run_1/met2.png
Drawn at 3 px/um.
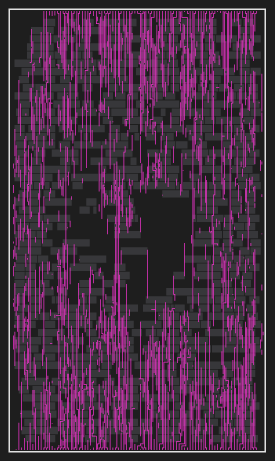
run_1/clock_map.png
Drawn at 4 px/um.
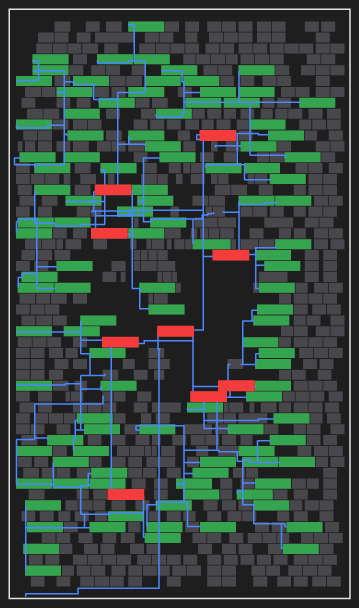
run_1/cell_classes.png
Drawn at 3 px/um. Fill, decap, tap and diode cells in gray.
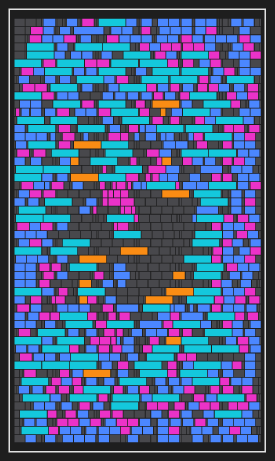
run_1/pins.png
Drawn at 2 px/um. Pins as bars across the die edge, other pins in gray.
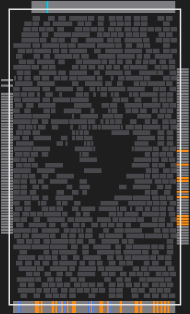
**src/rtl/alu_share_arbiter.sv**
```systemverilog
// alu_share_arbiter: shares one combinational ALU between two requesters with a
// round-robin grant, holds the ALU inputs for MUL_LAT cycles on MUL, and
// returns the registered result over a valid/ready response port.
// Optional feature: define ALU_FUNC_CHECK_EN to reject unsupported function
// codes with rsp_err=1 and a zero result instead of running them on the ALU.
module alu_share_arbiter #(
  parameter int unsigned WIDTH   = 32,
  parameter int unsigned FUNC_W  = 6,
  parameter int unsigned MUL_LAT = 3
) (
  input  logic              clk,
  input  logic              rst_n,
  input  logic              req0_valid,
  output logic              req0_ready,
  input  logic [WIDTH-1:0]  req0_a,
  input  logic [WIDTH-1:0]  req0_b,
  input  logic [FUNC_W-1:0] req0_func,
  input  logic              req1_valid,
  output logic              req1_ready,
  input  logic [WIDTH-1:0]  req1_a,
  input  logic [WIDTH-1:0]  req1_b,
  input  logic [FUNC_W-1:0] req1_func,
  output logic [WIDTH-1:0]  alu_a,
  output logic [WIDTH-1:0]  alu_b,
  output logic [FUNC_W-1:0] alu_func,
  input  logic [WIDTH-1:0]  alu_result,
  output logic              rsp_valid,
  input  logic              rsp_ready,
  output logic              rsp_id,
  output logic [WIDTH-1:0]  rsp_result,
  output logic              rsp_err,
  output logic              busy
);

  localparam int unsigned       CNT_W    = $clog2(MUL_LAT + 1);
  localparam logic [FUNC_W-1:0] FUNC_MUL = FUNC_W'(6'h02);

  typedef enum logic [1:0] {
    IDLE = 2'd0,
    EXEC = 2'd1,
    RESP = 2'd2
  } state_t;

  state_t             state;
  state_t             state_d;
  logic               rr_last;
  logic               id_q;
  logic [CNT_W-1:0]   cnt;
  logic               grant_c;
  logic               accept_c;
  logic               func_ok_c;
  logic [WIDTH-1:0]   sel_a_c;
  logic [WIDTH-1:0]   sel_b_c;
  logic [FUNC_W-1:0]  sel_func_c;

  assign busy = (state != IDLE);

  // Round-robin pick: a lone requester wins, a tie goes to the one not served last.
  always_comb begin
    grant_c = 1'b0;
    if (req0_valid && req1_valid) begin
      grant_c = ~rr_last;
    end else if (req1_valid) begin
      grant_c = 1'b1;
    end
    sel_a_c    = grant_c ? req1_a    : req0_a;
    sel_b_c    = grant_c ? req1_b    : req0_b;
    sel_func_c = grant_c ? req1_func : req0_func;
  end

`ifdef ALU_FUNC_CHECK_EN
  // Function codes the ALU actually implements.
  always_comb begin
    func_ok_c = 1'b0;
    case (sel_func_c)
      FUNC_W'(6'h20), FUNC_W'(6'h22), FUNC_W'(6'h24),
      FUNC_W'(6'h25), FUNC_W'(6'h2A), FUNC_W'(6'h02),
      FUNC_W'(6'h08), FUNC_W'(6'h0C), FUNC_W'(6'h0D): func_ok_c = 1'b1;
      default:                                         func_ok_c = 1'b0;
    endcase
  end
`else
  // Every function code is sent to the ALU.
  always_comb begin
    func_ok_c = 1'b1;
  end
`endif

  // State register.
  always_ff @(posedge clk or negedge rst_n) begin
    if (!rst_n) begin
      state <= IDLE;
    end else begin
      state <= state_d;
    end
  end

  // Next state and the combinational request readys (only offered in IDLE).
  always_comb begin
    state_d    = state;
    accept_c   = 1'b0;
    req0_ready = 1'b0;
    req1_ready = 1'b0;
    case (state)
      IDLE: begin
        accept_c   = req0_valid | req1_valid;
        req0_ready = accept_c & ~grant_c;
        req1_ready = accept_c & grant_c;
        if (accept_c) begin
          state_d = func_ok_c ? EXEC : RESP;
        end
      end
      EXEC: begin
        if (cnt == '0) begin
          state_d = RESP;
        end
      end
      RESP: begin
        if (rsp_ready) begin
          state_d = IDLE;
        end
      end
      default: state_d = IDLE;
    endcase
  end

  // Operand capture into the ALU drive regs, MUL hold counter and response regs.
  always_ff @(posedge clk or negedge rst_n) begin
    if (!rst_n) begin
      rr_last    <= 1'b1;
      id_q       <= 1'b0;
      cnt        <= '0;
      alu_a      <= '0;
      alu_b      <= '0;
      alu_func   <= '0;
      rsp_valid  <= 1'b0;
      rsp_id     <= 1'b0;
      rsp_result <= '0;
    end else begin
      case (state)
        IDLE: begin
          if (accept_c) begin
            rr_last <= grant_c;
            id_q    <= grant_c;
            if (func_ok_c) begin
              alu_a    <= sel_a_c;
              alu_b    <= sel_b_c;
              alu_func <= sel_func_c;
              cnt      <= (sel_func_c == FUNC_MUL) ? CNT_W'(MUL_LAT - 1) : '0;
            end else begin
              // Rejected op: answer next cycle, ALU inputs stay quiet.
              rsp_valid  <= 1'b1;
              rsp_id     <= grant_c;
              rsp_result <= '0;
            end
          end
        end
        EXEC: begin
          if (cnt != '0) begin
            cnt <= cnt - CNT_W'(1);
          end else begin
            rsp_valid  <= 1'b1;
            rsp_id     <= id_q;
            rsp_result <= alu_result;
            alu_a      <= '0;
            alu_b      <= '0;
            alu_func   <= '0;
          end
        end
        RESP: begin
          if (rsp_ready) begin
            rsp_valid <= 1'b0;
          end
        end
        default: ;
      endcase
    end
  end

`ifdef ALU_FUNC_CHECK_EN
  logic err_q;

  // Error flag is decided at accept and held through EXEC/RESP.
  always_ff @(posedge clk or negedge rst_n) begin
    if (!rst_n) begin
      err_q <= 1'b0;
    end else if (accept_c) begin
      err_q <= ~func_ok_c;
    end
  end

  assign rsp_err = err_q;
`else
  assign rsp_err = 1'b0;
`endif

endmodule
```
**config.mk**
```make
export PLATFORM = sky130hd
export DESIGN_NAME = alu_share_arbiter
export DESIGN_NICKNAME = d
export VERILOG_FILES = /design/src/rtl/alu_share_arbiter.sv
export SDC_FILE = /design/constraint.sdc
export NUM_CORES = 1
export LEC_CHECK = 0
export ABC_AREA = 0
export ABC_CLOCK_PERIOD_IN_PS = 2120
export CORE_ASPECT_RATIO = 1.75
export CORE_UTILIZATION = 41
export CTS_CLUSTER_DIAMETER = 60
export DETAILED_ROUTE_END_ITERATION = 6
export GPL_TIMING_DRIVEN = 0
export PLACE_DENSITY = 0.86
export SLEW_MARGIN = 20
export SYNTH_ARGS = -nofsm -noshare
export SYNTH_HDL_FRONTEND = slang
export SYNTH_SLANG_ARGS = --single-unit
```
**constraint.sdc**
```tcl
create_clock -name clk -period 2.12 [get_ports clk]
set_input_delay 0.318 -clock clk [delete_from_list [all_inputs] [get_ports clk]]
set_output_delay 0.318 -clock clk [all_outputs]
set_load 0.02 [all_outputs]
```
==> flow_metrics.env, run 1 <==
# physical design summary
export IMPL_outcome="complete, but fails checks"
export IMPL_mappedNetlistNets=523
export IMPL_powerDensity_mw_per_mm2=1350
export IMPL_violations_in_the_final_reports="DRC"
export IMPL_final_comb_area_mm2=0.00189
export IMPL_post_dp_hpwl_um=11900
export IMPL_slew_headroom_pct=59.5
export IMPL_stdcell_count=785
export IMPL_cells_along_the_critical_path="clkdlybuf4s50_1, o21ai_4, nor2_1, clkdlybuf4s15_2"
export IMPL_place_ws_ns=-0.398
export IMPL_synthToLayoutAreaGrowth_pct=68.5
export IMPL_register_area_mm2=0.00275
export IMPL_synthCells=345
export IMPL_ctsHoldBuffers=1
export IMPL_yosys_stat_seqShare_pct=55.9
export IMPL_timing_critical_path_slowest_cell_delay_ns=0.51
export IMPL_report_final_setup_viol=0
export IMPL_crit_path_max_fanout=19
export IMPL_holdPathStages=3
export IMPL_maximum_count_of_clock_buffers_along_a_single_path=2
export IMPL_worst_ep_arrival_time_ns=1.69
export IMPL_number_of_cts_inserted_buffers=9
export IMPL_die_area_mm2=0.0125
export IMPL_core_mm2=0.0116
export IMPL_gr_total_overflow=0
export IMPL_rows=52
export IMPL_post_route_drc_count=32
export IMPL_cts_sink_count=110
export IMPL_critPathRequiredTime_ns=1.80
export IMPL_tool_warnings=26
export IMPL_detail_routed_net_length_per_standard_cell_um=18.9
export IMPL_accumulated_negative_setup_slack_ns=0
export IMPL_lay_top_count="sky130_fd_sc_hd__clkdlybuf4s50_1"
export IMPL_place_gp_congestion=0.889
export IMPL_timing_fmax_mhz=499
export IMPL_r2r_start="cnt[0]"
export IMPL_timing_hold_violations_final=0
export IMPL_floorplanUtilization_pct=42.3
export IMPL_mappedNetlistArea_mm2=0.00492
-- met2.png (at the start) --
main direction: vertical
wire length on this layer: 7940 um
longest straight run: 57.5 um
share of all routed wire: 54%
nets with wire on the layer: 755
fraction of met2 tracks used by global routing: 44.0%
detailed-route via count: 4086
sum of routed wire length over all layers: 14800 um

-- clock_map.png (at the start) --
[clock wires] blue | length: 1310 um
[flip-flops] green | count: 110
[cells driving clock nets] red | count: 9
routed clock nets: 10
power share of the clock group: 14.7%
post-route clock skew: 0.00908 ns
Worst-Skew Late Latency: 0.35 ns
Power Clock: 1650 uW

-- cell_classes.png (at the start) --
| class | color | cells | share of their area |
|---|---|---|---|
| other buffers and delay cells | blue | 315 | 39% |
| all other logic | magenta | 208 | 24% |
| flip-flops | cyan | 110 | 34% |
| clock drivers and dummy loads | orange | 16 | 3.6% |
final standard cell utilization of the core: 71.3%
post-layout instance area: 0.00830 mm2

-- pins.png (at the start) --
| port | color | pins | direction | edge |
|---|---|---|---|---|
| `rst_n` | cyan | 1 | input | top |
| `req0_a` | orange | 32 | input | 22 bottom, 10 right |
| `req0_func` | blue | 6 | input | bottom |
vertical extent of the die: 147 um
Die Span X: 84.8 um
Port Buffer Count: 283

run 1: cell families after synthesis:
logic type / after synthesis / synth area share, %
mux: 104 / 22.0
flops: 110 / 55.9
fa+ha+maj: 1 / 0.254
other cells: 1 / 0.0762
buf+inv: 33 / 5.90
compound gates: 82 / 14.2
simple gates: 14 / 1.70
run 1: power by group:
group          switching [uW]  leakage [uW]  internal (uW)
Combinational            2980       0.00196           3080
Clock                     799      0.000139            849
Sequential                486       0.00137           3030
Total                    4260       0.00347           6960
run 1: final timing paths:
check	slack (ns)	to
min	0.36	rr_last
min in group asynchronous	0.47	rsp_result[30]
max	0.12	req0_ready
min reg2reg	0.48	id_q
max reg2reg	0.50	rsp_result[30]
max in group asynchronous	0.97	alu_a[17]
run 1: area by class of cell:
cell class	count	area share [%]
timing repair buffer	289	35.0
sequential	110	33.2
multi-input combinational	202	22.8
buffer	26	3.17
clock buffer	10	2.88
tap	135	2.04
clock inverter	6	0.618
inverter	6	0.271
antenna	1	0.0302
run 1: metrics by stage:
stage / hold slack [ns] / util [%] / cell area [um2]
CTS: 0.452 / 71.3 / 8300
floorplan: 0.0224 / - / 4920
detailed placement: 0.265 / 68.3 / 7950
global placement: 0.458 / 68.0 / 7930
finish: 0.359 / 71.3 / 8300
global route: 0.409 / 71.2 / 8300
run 1: layer usage:
| metal | wire length (um) | part of all wire [%] | track usage (%) |
|---|---|---|---|
| met1 | 5240 | 35 | 25.3 |
| met2 | 7940 | 54 | 44.0 |
| met3 | 936 | 6.3 | 5.39 |
| met4 | 690 | 4.7 | 13.1 |
| met5 | 0 | 0 | 0 |
run 1: flip-flops by register name (all words and copies together) (netlist names):
register,count
alu_a,32
rsp_result,32
cnt,2
rsp_valid,1
state,2
rsp_id,1
id_q,1
alu_b,32
alu_func,6
rr_last,1
run 1: synthesized netlist by cell type:
cell                        instances
sky130_fd_sc_hd__a211oi_1           2
sky130_fd_sc_hd__a21boi_2           1
sky130_fd_sc_hd__a21o_1             1
sky130_fd_sc_hd__a21oi_1            2
sky130_fd_sc_hd__a31oi_1            1
sky130_fd_sc_hd__and2_1             1
sky130_fd_sc_hd__buf_12             5
sky130_fd_sc_hd__buf_2              7
sky130_fd_sc_hd__buf_4              1
sky130_fd_sc_hd__buf_6              8
sky130_fd_sc_hd__buf_8              1
sky130_fd_sc_hd__clkbuf_1           4
sky130_fd_sc_hd__clkbuf_2           1
sky130_fd_sc_hd__conb_1             1
sky130_fd_sc_hd__dfrtp_1          109
sky130_fd_sc_hd__dfstp_2            1
sky130_fd_sc_hd__ha_1               1
sky130_fd_sc_hd__inv_1              6
sky130_fd_sc_hd__mux2_2            33
sky130_fd_sc_hd__mux2i_1           71
sky130_fd_sc_hd__nand2_1            1
sky130_fd_sc_hd__nand3_1            1
sky130_fd_sc_hd__nand3b_2           1
sky130_fd_sc_hd__nor2_1             4
sky130_fd_sc_hd__nor3_1             2
sky130_fd_sc_hd__nor4_1             1
sky130_fd_sc_hd__o21ai_0            2
sky130_fd_sc_hd__o21ai_2            2
sky130_fd_sc_hd__o22ai_1            1
sky130_fd_sc_hd__o2bb2ai_1         70
sky130_fd_sc_hd__or3_1              1
sky130_fd_sc_hd__or4b_1             2
==> inputs of run 2 (changes only) <==
Settings changed: HOLD_SLACK_MARGIN set to 0.15.
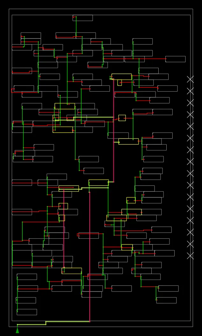
run_2/final_clocks.png
number of CTS-inserted buffers: 9
sink count of the clock tree: 110
Flop Count: 110
tally of clock buffers in the finished layout: 10

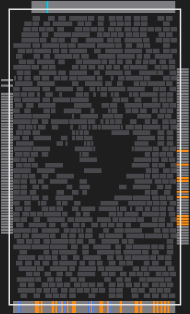
run_2/pins.png
Drawn at 2 px/um. Pins as bars across the die edge, other pins in gray.
| port | color | pins | direction | edge |
|---|---|---|---|---|
| `rst_n` | cyan | 1 | input | top |
| `req0_func` | blue | 6 | input | bottom |
| `req0_a` | orange | 32 | input | 22 bottom, 10 right |
all pins by edge: 88 bottom, 78 top, 65 right, 54 left

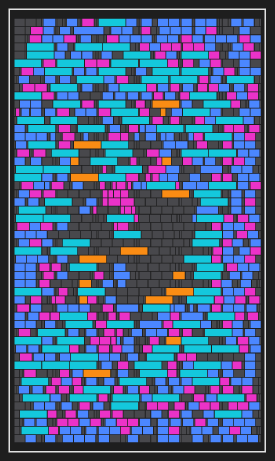
run_2/cell_classes.png
Drawn at 3 px/um. Fill, decap, tap and diode cells in gray.
| class | color | cells | share of their area |
|---|---|---|---|
| flip-flops | cyan | 110 | 34% |
| all other logic | magenta | 208 | 24% |
| clock drivers and dummy loads | orange | 16 | 3.6% |
| other buffers and delay cells | blue | 315 | 39% |
sequential portion of the cell area: 33.2%
area of the core: 0.0116 mm2
number of cell rows: 52

==> run 2 against run 1 <==
Against the previous run:
- the run still ends with DRC left
- setup slack is the same
- global-route usage is the same
- clock-buffer cell count is the same
- routed wire length is the same
- total power is the same
- highest routed layer unchanged
- sequential share of layout area is the same
- synthesized cell count is the same
- utilization is the same
- worst hold slack is the same
==> flow_metrics.env, run 2 <==
# physical design summary
export IMPL_switchingPower_uw=4260
export IMPL_post_dp_hpwl_um=11900
export IMPL_ff_type="sky130_fd_sc_hd__dfrtp_1"
export IMPL_floorplanUtilization_pct=42.3
export IMPL_sequentialPowerShare_pct=31.4
export IMPL_report_final_setup_viol=0
export IMPL_violations_in_the_final_reports="DRC"
export IMPL_mappedNetlistArea_mm2=0.00492
export IMPL_cells_along_the_critical_path="clkdlybuf4s50_1, o21ai_4, nor2_1, clkdlybuf4s15_2"
export IMPL_sw_frac_of_total_pct=38.0
export IMPL_async_reset_ff_share_pct=100
export IMPL_outcome="complete, but fails checks"
export IMPL_slew_headroom_pct=59.5
export IMPL_detail_routed_net_length_per_standard_cell_um=18.9
export IMPL_crit_path_max_fanout=19
export IMPL_timing_fmax_mhz=499
export IMPL_post_synth_edffs=0
export IMPL_finalHoldWorstSlack_ns=0.359
export IMPL_die_height_um=147
export IMPL_post_synth_top_count_cell="sky130_fd_sc_hd__dfrtp_1"
export IMPL_tool_warnings=26
export IMPL_maximum_count_of_clock_buffers_along_a_single_path=2
export IMPL_critPathRequiredTime_ns=1.80
export IMPL_lay_top_count="sky130_fd_sc_hd__clkdlybuf4s50_1"
export IMPL_die_w_um=84.8
export IMPL_totalWireLength_um=14800
export IMPL_mappedNetlistNets=523
export IMPL_yosys_stat_seqShare_pct=55.9
export IMPL_vias=4086
export IMPL_die_area_mm2=0.0125
export IMPL_powerDensity_mw_per_mm2=1350
export IMPL_holdPathStages=3
export IMPL_port_buffer_count=283
export IMPL_combinational_fraction_of_design_power_pct=54.0
export IMPL_timing_hold_violations_final=0
export IMPL_synthToLayoutAreaGrowth_pct=68.5
export IMPL_post_route_drc_count=32
export IMPL_final_setup_skew_ns=0.00908
## run 2: cell counts after synthesis
Identical to the previous run, type by type.
## run 2: layout make-up
class / instances / area, um2
Fill cell: 820 / 3350
Timing Repair Buffer: 289 / 2900
Sequential cell: 110 / 2750
Multi-Input combinational cell: 202 / 1890
Buffer: 26 / 263
Clock buffer: 10 / 239
Tap cell: 135 / 169
Clock inverter: 6 / 51.3
Inverter: 6 / 22.5
Antenna cell: 1 / 2.50
## run 2: repair_timing
| item | 4_1_cts | 5_1_grt |
|---|---|---|
| setup buffers | 4 | 0 |
| endpoints found under the hold margin | 42 | 0 |
| pin swaps | 1 | 0 |
| hold buffers | 1 | 0 |
| setup endpoints to repair | 2 | 3 |
| resized | 7 | 4 |
## run 2: metal layers
metal,wire (um),GRT usage (%),up-vias,part of all wire [%]
met5,0,0,-,0
met1,5240,25.3,1972,35
li1,-,-,1902,-
met4,690,13.1,0,4.7
met2,7940,44.0,170,54
met3,936,5.39,42,6.3
## run 2: kinds of logic (layout without fill, tap and decap cells)
kind of cell | Yosys count | in the layout | share of synthesized area [%]
AOI/OAI and AO/OA | 82 | 82 | 14.2
adders and majority gates | 1 | 1 | 0.254
buffers and inverters | 33 | 337 | 5.90
DFF | 110 | 110 | 55.9
muxes | 104 | 104 | 22.0
other | 1 | 2 | 0.0762
and+or+nand+nor | 14 | 14 | 1.70
## run 2: stage by stage
step | setup TNS (ns) | instances | cell area (um2) | utilization [%] | power [uW]
2_1_floorplan | 0 | 345 | 4920 | - | 6790
3_3_place_gp | -367.30 | 763 | 7930 | 68.0 | 9430
3_5_place_dp | -0.727 | 764 | 7950 | 68.3 | 9600
4_1_cts | 0 | 785 | 8300 | 71.3 | 11300
5_1_grt | 0 | 784 | 8300 | 71.2 | 11800
6_report | 0 | 785 | 8300 | 71.3 | 11200
## run 2: final timing paths
| kind | start | end | slack [ns] |
|---|---|---|---|
| max | req0_valid | req0_ready | 0.12 |
| min | req1_valid | rr_last | 0.36 |
| max reg2reg | cnt[0] | rsp_result[30] | 0.50 |
| min reg2reg | id_q | id_q | 0.48 |
| max in group asynchronous | rst_n | alu_a[17] | 0.97 |
| min in group asynchronous | rst_n | rsp_result[30] | 0.47 |
## run 2: critical path: cells and delay by family
kind	cells	cell delay (ns)
simple gates	1	0.08
compound gates	1	0.49
buf+inv	2	0.78
## run 2: power groups by stage
stage | logic, uW | clock network [uW] | registers, uW
global placement | 5930 | 0 | 3500
global route | 6410 | 1770 | 3630
floorplan | 2230 | 0 | 4560
detailed placement | 6050 | 0 | 3550
CTS | 6130 | 1690 | 3520
finish | 6060 | 1650 | 3520
Power figures rest on the tool's default switching activity, not on a simulated workload.
